**src/rtl/construtor_caminho.sv**
```systemverilog
// Path construction: walks the predecessor memory from destination back to source,
// stacks the nodes, then streams the path source-first over a valid/ready interface.
module construtor_caminho #(
  parameter int ADDR_WIDTH = 6,
  parameter int MAX_PATH   = 64
) (
  input  logic                          clk,
  input  logic                          rst_n,
  input  logic                          construir_in,
  input  logic [ADDR_WIDTH-1:0]         fonte_in,
  input  logic [ADDR_WIDTH-1:0]         destino_in,
  output logic                          pai_rd_out,
  output logic [ADDR_WIDTH-1:0]         pai_addr_out,
  input  logic [ADDR_WIDTH-1:0]         pai_data_in,
  input  logic                          pai_valido_in,
  output logic                          caminho_pronto_out,
  output logic                          erro_out,
  output logic [$clog2(MAX_PATH+1)-1:0] tamanho_out,
  output logic                          no_valid_out,
  output logic [ADDR_WIDTH-1:0]         no_out,
  output logic                          no_ultimo_out,
  input  logic                          no_ready_in,
  input  logic                          lido_in
);

  localparam int SPW = $clog2(MAX_PATH + 1);
  localparam int IW  = (MAX_PATH > 1) ? $clog2(MAX_PATH) : 1;
  localparam logic [SPW-1:0] SP_ONE = SPW'(1);
  localparam logic [SPW-1:0] SP_MAX = SPW'(MAX_PATH);

  typedef enum logic [2:0] {IDLE, LER, ESPERA, PRONTO, ERRO} estado_t;

  estado_t               state_reg, state_next;
  logic [ADDR_WIDTH-1:0] atual_reg, atual_next;
  logic [ADDR_WIDTH-1:0] fonte_reg, fonte_next;
  logic [SPW-1:0]        sp_reg, sp_next;
  logic [SPW-1:0]        tamanho_reg, tamanho_next;

  logic [ADDR_WIDTH-1:0] pilha [MAX_PATH];
  logic                  push_en;
  logic [IW-1:0]         push_idx;
  logic [ADDR_WIDTH-1:0] push_data;
  logic [IW-1:0]         top_idx;

  assign top_idx     = IW'(sp_reg - SP_ONE);
  assign tamanho_out = tamanho_reg;

  always_ff @(posedge clk or negedge rst_n) begin
    if (!rst_n) begin
      state_reg   <= IDLE;
      atual_reg   <= '0;
      fonte_reg   <= '0;
      sp_reg      <= '0;
      tamanho_reg <= '0;
    end else begin
      state_reg   <= state_next;
      atual_reg   <= atual_next;
      fonte_reg   <= fonte_next;
      sp_reg      <= sp_next;
      tamanho_reg <= tamanho_next;
    end
  end

  // Stack storage carries no reset; reads are gated by sp so stale entries never escape.
  always_ff @(posedge clk) begin
    if (push_en)
      pilha[push_idx] <= push_data;
  end

  always_comb begin
    state_next         = state_reg;
    atual_next         = atual_reg;
    fonte_next         = fonte_reg;
    sp_next            = sp_reg;
    tamanho_next       = tamanho_reg;
    push_en            = 1'b0;
    push_idx           = sp_reg[IW-1:0];
    push_data          = pai_data_in;
    pai_rd_out         = 1'b0;
    pai_addr_out       = '0;
    caminho_pronto_out = 1'b0;
    erro_out           = 1'b0;
    no_valid_out       = 1'b0;
    no_out             = '0;
    no_ultimo_out      = 1'b0;

    case (state_reg)
      IDLE: begin
        if (construir_in) begin
          fonte_next   = fonte_in;
          atual_next   = destino_in;
          push_en      = 1'b1;
          push_idx     = '0;
          push_data    = destino_in;
          sp_next      = SP_ONE;
          tamanho_next = SP_ONE;
          state_next   = (destino_in == fonte_in) ? PRONTO : LER;
        end
      end

      LER: begin
        pai_rd_out   = 1'b1;
        pai_addr_out = atual_reg;
        if (!construir_in) begin
          state_next   = IDLE;
          sp_next      = '0;
          tamanho_next = '0;
        end else begin
          state_next = ESPERA;
        end
      end

      ESPERA: begin
        if (!construir_in) begin
          state_next   = IDLE;
          sp_next      = '0;
          tamanho_next = '0;
        end else if (!pai_valido_in || sp_reg == SP_MAX) begin
          // Missing predecessor or full stack; a cyclic chain ends up here too.
          state_next   = ERRO;
          tamanho_next = '0;
        end else begin
          push_en      = 1'b1;
          atual_next   = pai_data_in;
          sp_next      = sp_reg + SP_ONE;
          tamanho_next = tamanho_reg + SP_ONE;
          state_next   = (pai_data_in == fonte_reg) ? PRONTO : LER;
        end
      end

      PRONTO: begin
        caminho_pronto_out = 1'b1;
        no_valid_out       = (sp_reg != '0);
        no_ultimo_out      = (sp_reg == SP_ONE);
        if (sp_reg != '0)
          no_out = pilha[top_idx];
        // Release beats a simultaneous pop: the stack is discarded either way.
        if (lido_in) begin
          state_next   = IDLE;
          sp_next      = '0;
          tamanho_next = '0;
        end else if ((sp_reg != '0) && no_ready_in) begin
          sp_next = sp_reg - SP_ONE;
        end
      end

      ERRO: begin
        caminho_pronto_out = 1'b1;
        erro_out           = 1'b1;
        if (lido_in) begin
          state_next   = IDLE;
          sp_next      = '0;
          tamanho_next = '0;
        end
      end

      default: begin
        state_next = IDLE;
        sp_next    = '0;
      end
    endcase
  end

endmodule

```
**config.mk**
```make
export PLATFORM = sky130hd
export DESIGN_NAME = construtor_caminho
export DESIGN_NICKNAME = d
export VERILOG_FILES = /design/src/rtl/construtor_caminho.sv
export SDC_FILE = /design/constraint.sdc
export NUM_CORES = 1
export LEC_CHECK = 0
export ABC_AREA = 1
export CAP_MARGIN = 10
export CELL_PAD_IN_SITES_DETAIL_PLACEMENT = 0
export CELL_PAD_IN_SITES_GLOBAL_PLACEMENT = 1
export CORE_UTILIZATION = 45
export CTS_CLUSTER_SIZE = 20
export DETAILED_ROUTE_END_ITERATION = 6
export GPL_TIMING_DRIVEN = 1
export PLACE_DENSITY_LB_ADDON = 0.05
export SYNTH_ARGS = -nofsm -noshare
export SYNTH_HDL_FRONTEND = slang
export SYNTH_SLANG_ARGS = --single-unit
export TNS_END_PERCENT = 10
```
**constraint.sdc**
```tcl
create_clock -name clk -period 3.9 [get_ports clk]
set_input_delay 0.39 -clock clk [delete_from_list [all_inputs] [get_ports clk]]
set_output_delay 0.39 -clock clk [all_outputs]
set_load 0.01 [all_outputs]
```
==> run_1/closeup.png <==
Window x 85 to 115, y 85 to 115 um. Cells in gray, sequential cells in the stronger gray; small squares are vias.
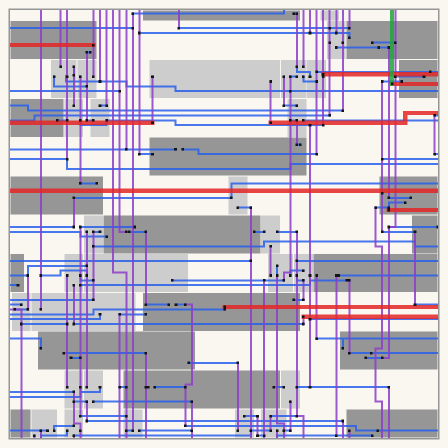
legend:
  blue:
    layer: M1
  green:
    layer: M4
  red:
    layer: M3
  purple:
    layer: M2
cells with their middle in the window: 37
sequential cells in the window: 11
most frequent: nand2_1 (14), edfxtp_1 (11), nand3_1 (5)
netlist names of flops here include: pilha (11)

==> run_1/gates.png <==
Drawn at 2 px/um.
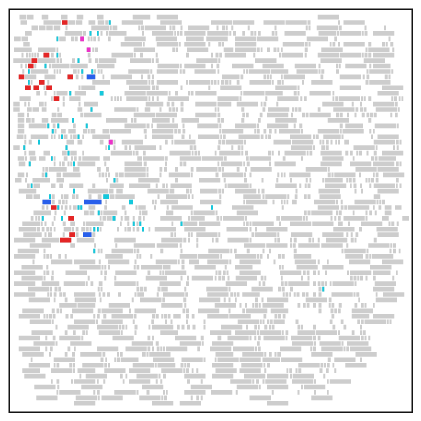
legend:
  red:
    family: xor and xnor cells
    cells: 15
  magenta:
    family: and/or cells
    cells: 3
  cyan:
    family: inv cells
    cells: 52
  blue:
    family: fa/ha/maj cells
    cells: 4
    where: west

==> run_1/layers.png <==
Drawn at 2 px/um. Only two layers are drawn.
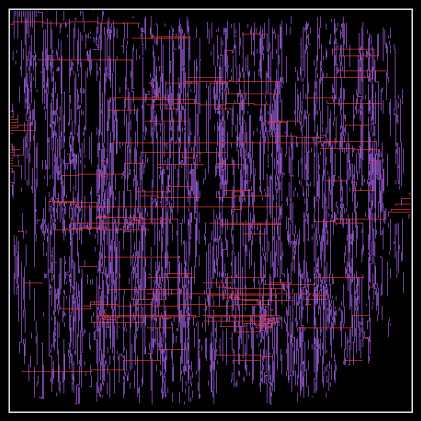
legend:
  purple:
    layer: M2
    wire_length: 22.9 mm
  red:
    layer: M3
    wire_length: 2720 um

==> impl_metrics.toml, run 1 <==
# physical design summary
[outcome]
run_status = "finished, final reports clean"

[clock_network]
clock_tree.buffer_depth = 3
clock.latency.late_pin_ns = 0.57

[timing]
final.period_utilization = 0.966
grt_setup_unrepaired = "false"
fmax_mhz = 265

[critical_path]
timing.critical_path.fanout_max = 36
crit_startpoint = "sp_reg[1]"
crit-reg2reg-launch = "sp_reg[3]"
worstRegToRegCells = 8

[synthesis]
yosys-top-cells-area = "sky130_fd_sc_hd__edfxtp_1, sky130_fd_sc_hd__nand3_1, sky130_fd_sc_hd__nand2_1"
top_cell_area_share = 0.649
yosys_warnings = 0
yosysCellCount = 1630

[cells_and_area]
sequential_cell_area_mm2 = 0.0123
syn2layout_area_growth_pct = 14.0
antenna-diode-count = 0
largest_register_ff_count = 384

[power_and_ir_drop]
pwr_density_cell_mw_per_mm2 = 756
peakVddDrop_mv = 0.663

[run]
warning_count = 31

[global_route]
grt_pass1_wl_um = 74400

[detailed_routing]
wirelength_per_cell_um = 22.1

[die]
placement_rows = 72

[placement]
post-place-cells = 2135
run 1: layout make-up:
| type | instances | area share |
|---|---|---|
| sequential | 413 | 0.605 |
| multi-input combinational | 1075 | 0.245 |
| clock buffer | 54 | 0.0567 |
| timing repair buffer | 77 | 0.0406 |
| tap | 518 | 0.0320 |
| clock inverter | 26 | 0.0107 |
| inverter | 52 | 0.0102 |
run 1: stage by stage:
step | worst slack [ns] | power (W) | utilization
after global placement | 0.502 | 0.0114 | 0.485
final | 0.133 | 0.0153 | 0.522
after floorplan | -0.185 | 0.00927 | -
after global routing | 0.00185 | 0.0162 | 0.522
after detailed placement | 0.526 | 0.0114 | 0.485
after CTS | 0.00909 | 0.0154 | 0.521
run 1: logic make-up (layout without fill, tap and decap cells):
group,Yosys count,after routing,share of synthesized area
simple gates,1009,1009,0.248
flops,413,413,0.690
buf+inv,142,209,0.0374
compound gates,47,47,0.0150
xor+xnor,15,15,0.00739
fa+ha+maj,4,4,0.00282
run 1: layer usage:
metal / track usage / wire [um] / vias to the layer above
met1: 0.351 / 22200 / 5855
met3: 0.0485 / 2720 / 68
met5: 0 / 0 / -
met4: 0.0632 / 1020 / 0
li1: - / - / 5732
met2: 0.390 / 22900 / 308
run 1: how the worst max path moves through the flow:
stage	to	slack (ns)
detailed placement	no_out[4]	0.53
CTS	no_out[4]	0.009
global placement	no_out[4]	0.50
global route	no_out[4]	0.002
finish	no_out[0]	0.13
floorplan	pilha[0][0]	-0.19
run 1: cells in the mapped netlist (all sizes together):
| cell type | number |
|---|---|
| inv | 52 |
| o211ai | 6 |
| clkbuf | 22 |
| o21a | 1 |
| o21bai | 1 |
| or2 | 1 |
| nor2 | 120 |
| and3 | 2 |
| nand4 | 5 |
| o22ai | 4 |
| nor3 | 9 |
| a21oi | 6 |
| nand3 | 378 |
| xnor2 | 6 |
| nand2 | 493 |
| ha | 4 |
| a22oi | 1 |
| edfxtp | 384 |
| buf | 68 |
| xor2 | 9 |
| nand3b | 1 |
| o21ai | 28 |
| dfrtp | 29 |
run 1: power by group:
part	internal, W	switching, W
registers	0.00536	0.0000886
clock network	0.00230	0.00172
logic	0.00163	0.00422
total	0.00928	0.00603
==> run 1 -> run 2 <==
CTS_CLUSTER_SIZE = default   (was 20)
GPL_TIMING_DRIVEN = default   (was 1)
==> run_2/gates.png <==
Drawn at 2 px/um.
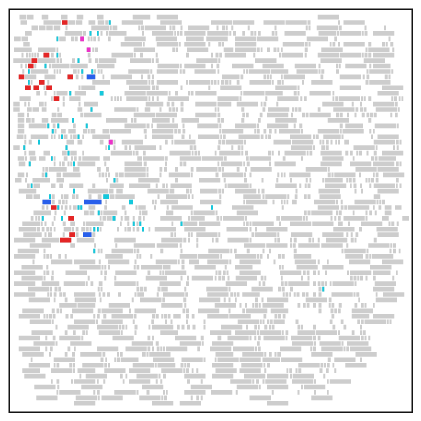
legend:
  magenta:
    family: and/or cells
    cells: 3
  blue:
    family: fa/ha/maj cells
    cells: 4
    where: west
  cyan:
    family: inv cells
    cells: 52
  red:
    family: xor and xnor cells
    cells: 15

==> run_2/closeup.png <==
Window x 85 to 115, y 85 to 115 um. Cells in gray, sequential cells in the stronger gray; small squares are vias.
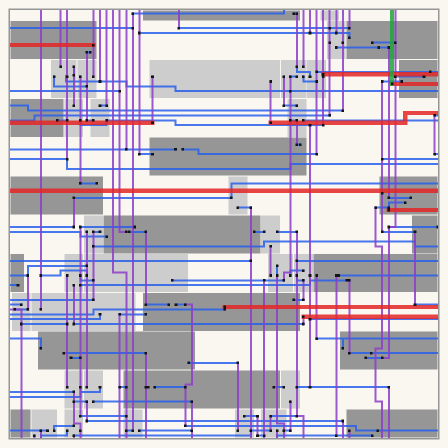
legend:
  red:
    layer: M3
  purple:
    layer: M2
  blue:
    layer: M1
  green:
    layer: M4
netlist names of flops here include: pilha (11)
cells with their middle in the window: 37
most frequent: nand2_1 (14), edfxtp_1 (11), nand3_1 (5)
sequential cells in the window: 11

==> run 2 against run 1 <==
  * Clock power about the same
  * Setup slack is the same
  * Critical path depth did not move
  * First-iteration DRC count did not move
  * Global-route usage unchanged
  * Synthesized area unchanged
  * Register-to-register slack barely moved
  * Core utilization did not move
  * Total power stayed put
  * Synthesized cell count stayed put
  * Clock skew unchanged
  * Sequential share of layout area unchanged
  * Largest cell class unchanged
  * Largest power group unchanged
==> impl_metrics.toml, run 2 <==
# physical design summary
[power_and_ir_drop]
combinationalPowerShare = 0.382
clkPwrFrac = 0.263
share_seq_of_total_power = 0.356
peakVddDrop_mv = 0.663
intPower_w = 0.00928
p_sw_w = 0.00603
pwr_density_cell_mw_per_mm2 = 756
total_power_w = 0.0153
power.share.switching = 0.394

[detailed_routing]
drtAntennaViolNets = 0
postRouteWirelength_um = 48800
wirelength_per_cell_um = 22.1

[synthesis]
yosys-top-cells-area = "sky130_fd_sc_hd__edfxtp_1, sky130_fd_sc_hd__nand3_1, sky130_fd_sc_hd__nand2_1"
ys_async_sr_fraction = 0.0702
yosys_warnings = 0
top_cell_area_share = 0.649
synth_top_cell_by_count = "sky130_fd_sc_hd__nand2_1"
yosysCellCount = 1630
top_cells_by_instance_count_after_synthesis = "sky130_fd_sc_hd__nand2_1, sky130_fd_sc_hd__edfxtp_1, sky130_fd_sc_hd__nand3_1, sky130_fd_sc_hd__nor2_1, sky130_fd_sc_hd__buf_2"
synth-main-ff-cell = "sky130_fd_sc_hd__edfxtp_1"
edf_count = 384

[outcome]
run_status = "finished, final reports clean"

[critical_path]
timing.critical_path.fanout_max = 36
crit_slowest_cell = "sky130_fd_sc_hd__clkdlybuf4s50_1"
worst_path_dominant_cell_family = "buffers and inverters"
worstRegToRegCells = 8
timing.critical_path.required_ns = 3.51
worst-path-buf-inv = 4
crit-reg2reg-launch = "sp_reg[3]"

[cells_and_area]
area.combinational_mm2 = 0.00496
antenna-diode-count = 0
largest_register_ff_count = 384
syn2layout_area_growth_pct = 14.0
sequential_cell_area_mm2 = 0.0123

[die]
placement_rows = 72
die_x_um = 201

[clock_network]
clock.latency.late_pin_ns = 0.57
htree_num_levels = 2
clock_tree.buffer_depth = 3

[timing]
grt_setup_unrepaired = "false"
final.period_utilization = 0.966
hold_viol_final = 0
fmax_mhz = 265

[run]
warning_count = 31

[global_route]
track_usage = 0.247
initial_antenna_violation_count = 0
grt_pass1_wl_um = 74400

[placement]
post-place-cells = 2135
run 2: cell counts after synthesis:
No cell type changed its count.
run 2: worst max path at each step:
| stage | slack, ns | to | cells after the start | startpoint |
|---|---|---|---|---|
| 6_report | 0.13 | no_out[0] | 12 | sp_reg[1] |
| 5_1_grt | 0.002 | no_out[4] | 14 | sp_reg[1] |
| 3_5_place_dp | 0.53 | no_out[4] | 12 | sp_reg[1] |
| 4_1_cts | 0.009 | no_out[4] | 12 | sp_reg[1] |
| 2_1_floorplan | -0.19 | pilha[0][0] | 5 | state_reg[1] |
| 3_3_place_gp | 0.50 | no_out[4] | 12 | sp_reg[1] |
run 2: metrics by stage:
stage | worst slack [ns] | hold slack, ns | util | TNS (ns)
5_1_grt | 0.00185 | 0.346 | 0.522 | 0
2_1_floorplan | -0.185 | 0.0944 | - | -71.14
3_5_place_dp | 0.526 | 0.479 | 0.485 | 0
3_3_place_gp | 0.502 | 0.472 | 0.485 | 0
4_1_cts | 0.00909 | 0.297 | 0.521 | 0
6_report | 0.133 | 0.291 | 0.522 | 0
run 2: timing repair:
| item | CTS | global route |
|---|---|---|
| setup endpoints to repair | 6 | 6 |
| setup buffers | 0 | 0 |
| resized | 2 | 13 |
| endpoints found under the hold margin | 0 | 0 |
run 2: worst register-to-register path, delay by kind of cell, from the launching register on:
| kind | cells | cell delay (ns) |
|---|---|---|
| buffers and inverters | 1 | 0.19 |
| DFF | 1 | 0.54 |
| and+or+nand+nor | 7 | 1.83 |
run 2: cell families after synthesis:
group / synth area share
AOI/OAI and AO/OA: 0.0150
xor gates and xnor gates: 0.00739
adders and majority gates: 0.00282
buffers and inverters: 0.0374
DFF: 0.690
and+or+nand+nor: 0.248
run 2: metal layers:
layer | up-vias | GRT usage | share of wire
met4 | 0 | 0.0632 | 0.021
met5 | - | 0 | 0
met1 | 5855 | 0.351 | 0.46
li1 | 5732 | - | -
met2 | 308 | 0.390 | 0.47
met3 | 68 | 0.0485 | 0.056
run 2: power groups by stage:
stage / sequential, W / combinational [W] / clock [W]
2_1_floorplan: 0.00558 / 0.00369 / 0
3_3_place_gp: 0.00554 / 0.00583 / 0
3_5_place_dp: 0.00554 / 0.00583 / 0
4_1_cts: 0.00545 / 0.00585 / 0.00410
5_1_grt: 0.00546 / 0.00644 / 0.00425
6_report: 0.00545 / 0.00584 / 0.00402
run 2: area by class of cell:
class	instances	area share
Sequential cell	413	0.605
Tap cell	518	0.0320
Clock inverter	26	0.0107
Multi-Input combinational cell	1075	0.245
Clock buffer	54	0.0567
Inverter	52	0.0102
Timing Repair Buffer	77	0.0406
==> run 2 -> run 3 <==
ABC_AREA = default   (was 1)
CORE_UTILIZATION = 47   (was 45)
HOLD_SLACK_MARGIN = 0.06   (was default)
==> run_3/closeup.png <==
Window x 82 to 112, y 82 to 112 um. Cells in gray, sequential cells in the stronger gray; small squares are vias.
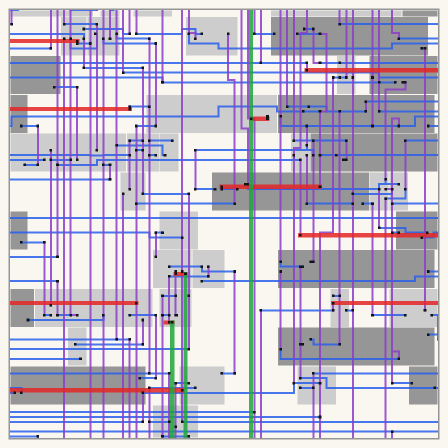
legend:
  green:
    layer: M4
  red:
    layer: M3
  purple:
    layer: M2
  blue:
    layer: M1
netlist names of flops here include: pilha (7)
most frequent: edfxtp_1 (7), nor2_1 (4)
sequential cells in the window: 7
cells with their middle in the window: 29

==> run_3/route_heat.png <==
Drawn at 1.5 px/um. The die is cut into 39 by 39 equal tiles; dark purple is low, yellow is high, scaled to the fullest tile. Values are wire area over tile area, all layers added.
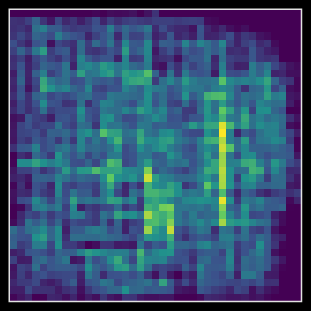
tiles over half the peak: 10%
mean over tiles: 0.18
nearly empty tiles: 8.0%
fullest tile: 0.62
DRT Wirelength: 42200 um
total routing usage reported by global routing: 0.230

==> run 3 against run 2 <==
  * Final area up 0.20%
  * Non-clock buffer count increased by 40
  * Sequential share of layout area fell by 0.13 points
  * Maximum frequency decreased by 0.41%
  * Die size fell by 6.8%
  * Core utilization increased by 4.3 points
  * Sequential cell count is the same
  * Critical path type unchanged
  * Synthesized cell count down 31%
==> impl_metrics.toml, run 3 <==
# physical design summary
[outcome]
run_status = "finished, final reports clean"

[timing]
setup_ws_ns = 0.117
fmax_mhz = 264
grt_setup_unrepaired = "false"
hold_viol_final = 0

[detailed_routing]
wirelength_per_cell_um = 24.4

[critical_path]
crit_slowest_cell = "sky130_fd_sc_hd__mux4_2"
timing.critical_path.fanout_max = 11
timing.critical_path.required_ns = 3.51

[synthesis]
yosys_warnings = 0
ys_async_sr_fraction = 0.0702
yosys-top-cells-area = "sky130_fd_sc_hd__edfxtp_1, sky130_fd_sc_hd__mux4_2, sky130_fd_sc_hd__dfrtp_1"
synth-main-ff-cell = "sky130_fd_sc_hd__edfxtp_1"
edf_count = 384
top_cells_by_instance_count_after_synthesis = "sky130_fd_sc_hd__edfxtp_1, sky130_fd_sc_hd__nand2_1, sky130_fd_sc_hd__nor2_1, sky130_fd_sc_hd__mux4_2, sky130_fd_sc_hd__inv_1"
synth_top_cell_by_count = "sky130_fd_sc_hd__edfxtp_1"
top_cell_area_share = 0.667

[cells_and_area]
syn2layout_area_growth_pct = 17.4
finish.utilization = 0.565
largest_register_ff_count = 384
layout_top_cell_excl_fill_tap = "sky130_fd_sc_hd__edfxtp_1"

[power_and_ir_drop]
pwr_density_cell_mw_per_mm2 = 723
total_power_w = 0.0147

[clock_network]
htree_num_levels = 2
clock_tree.buffer_depth = 3

[run]
maximum_capacitance_violations = 0
warning_count = 29

[die]
placement_rows = 69

[placement]
post-place-ws_ns = 0.217
## run 3: cell count changes in the layout (fill, tap and decap cells not counted), moves of 12 or more
cell,before,now
sky130_fd_sc_hd__a31oi_1,0,21
sky130_fd_sc_hd__and2_1,0,12
sky130_fd_sc_hd__buf_4,18,56
sky130_fd_sc_hd__inv_1,40,56
sky130_fd_sc_hd__mux2i_1,0,18
sky130_fd_sc_hd__mux4_2,0,71
sky130_fd_sc_hd__nand2_1,488,143
sky130_fd_sc_hd__nand3_1,371,44
sky130_fd_sc_hd__nor2_1,105,81
sky130_fd_sc_hd__o21ai_0,18,39
sky130_fd_sc_hd__o22ai_1,4,27
## run 3: cells by family after synthesis
kind of cell	share of synthesized area
adder cells (fa/ha/maj)	0.00289
AND/OR/NAND/NOR	0.0883
AND-OR/OR-AND	0.0499
XOR/XNOR	0.0107
buffers and inverters	0.0279
multiplexers	0.112
flip-flops	0.709
## run 3: worst max-delay path, delay by kind of cell, from the launching register on
family / cells / cell delay (ns)
DFF: 1 / 0.48
adders and majority gates: 1 / 0.17
xor gates and xnor gates: 1 / 0.23
buffers and inverters: 5 / 0.72
muxes: 2 / 0.81
AOI/OAI and AO/OA: 1 / 0.15
and+or+nand+nor: 2 / 0.27
## run 3: final cells by class
class | instances | area, um2 | share of cell area
Clock buffer | 58 | 1240 | 0.0609
Multi-Input combinational cell | 600 | 4630 | 0.228
Timing Repair Buffer | 117 | 1150 | 0.0567
Tap cell | 461 | 577 | 0.0284
Clock inverter | 24 | 226 | 0.0112
Sequential cell | 413 | 12300 | 0.604
Inverter | 57 | 214 | 0.0105
Antenna cell | 1 | 2.50 | 0.000123
## run 3: final timing paths
check,startpoint,to,slack [ns],cells past startpoint
hold / removal,rst_n,atual_reg[2],0.22,2
setup / recovery,sp_reg[0],no_out[2],0.12,12
setup reg to reg,state_reg[2],pilha[54][4],0.84,6
hold reg to reg,atual_reg[4],atual_reg[4],0.47,2
min in group clk,fonte_in[1],fonte_reg[1],0.41,3
max in group asynchronous,rst_n,sp_reg[0],3.33,2
## run 3: what timing repair did
action | in CTS | in global routing
cloned | 1 | 0
setup endpoints to repair | 6 | 5
resized | 31 | 7
buffers inserted | 7 | 0
## run 3: metrics by stage
step,hold slack [ns],std cells,TNS (ns)
after floorplan,0.0944,1130,0
after global placement,0.460,1640,0
after detailed placement,0.466,1640,0
after CTS,0.204,1730,-0.00283
after global routing,0.253,1730,0
final,0.221,1731,0
## run 3: where the power goes
part / leakage, nW / internal [W] / switching [W]
logic: 2.41 / 0.00212 / 0.00299
clock network: 0.712 / 0.00250 / 0.00170
registers: 3.84 / 0.00529 / 0.0000767
## run 3: per-layer routing
metal / vias to the layer above / track usage / share of wire
met2: 274 / 0.374 / 0.49
met4: 0 / 0.0691 / 0.023
li1: 4527 / - / -
met1: 5071 / 0.322 / 0.44
met3: 70 / 0.0358 / 0.048
met5: - / 0 / 0
No activity file was given, so power comes from the tool's default toggle rates.
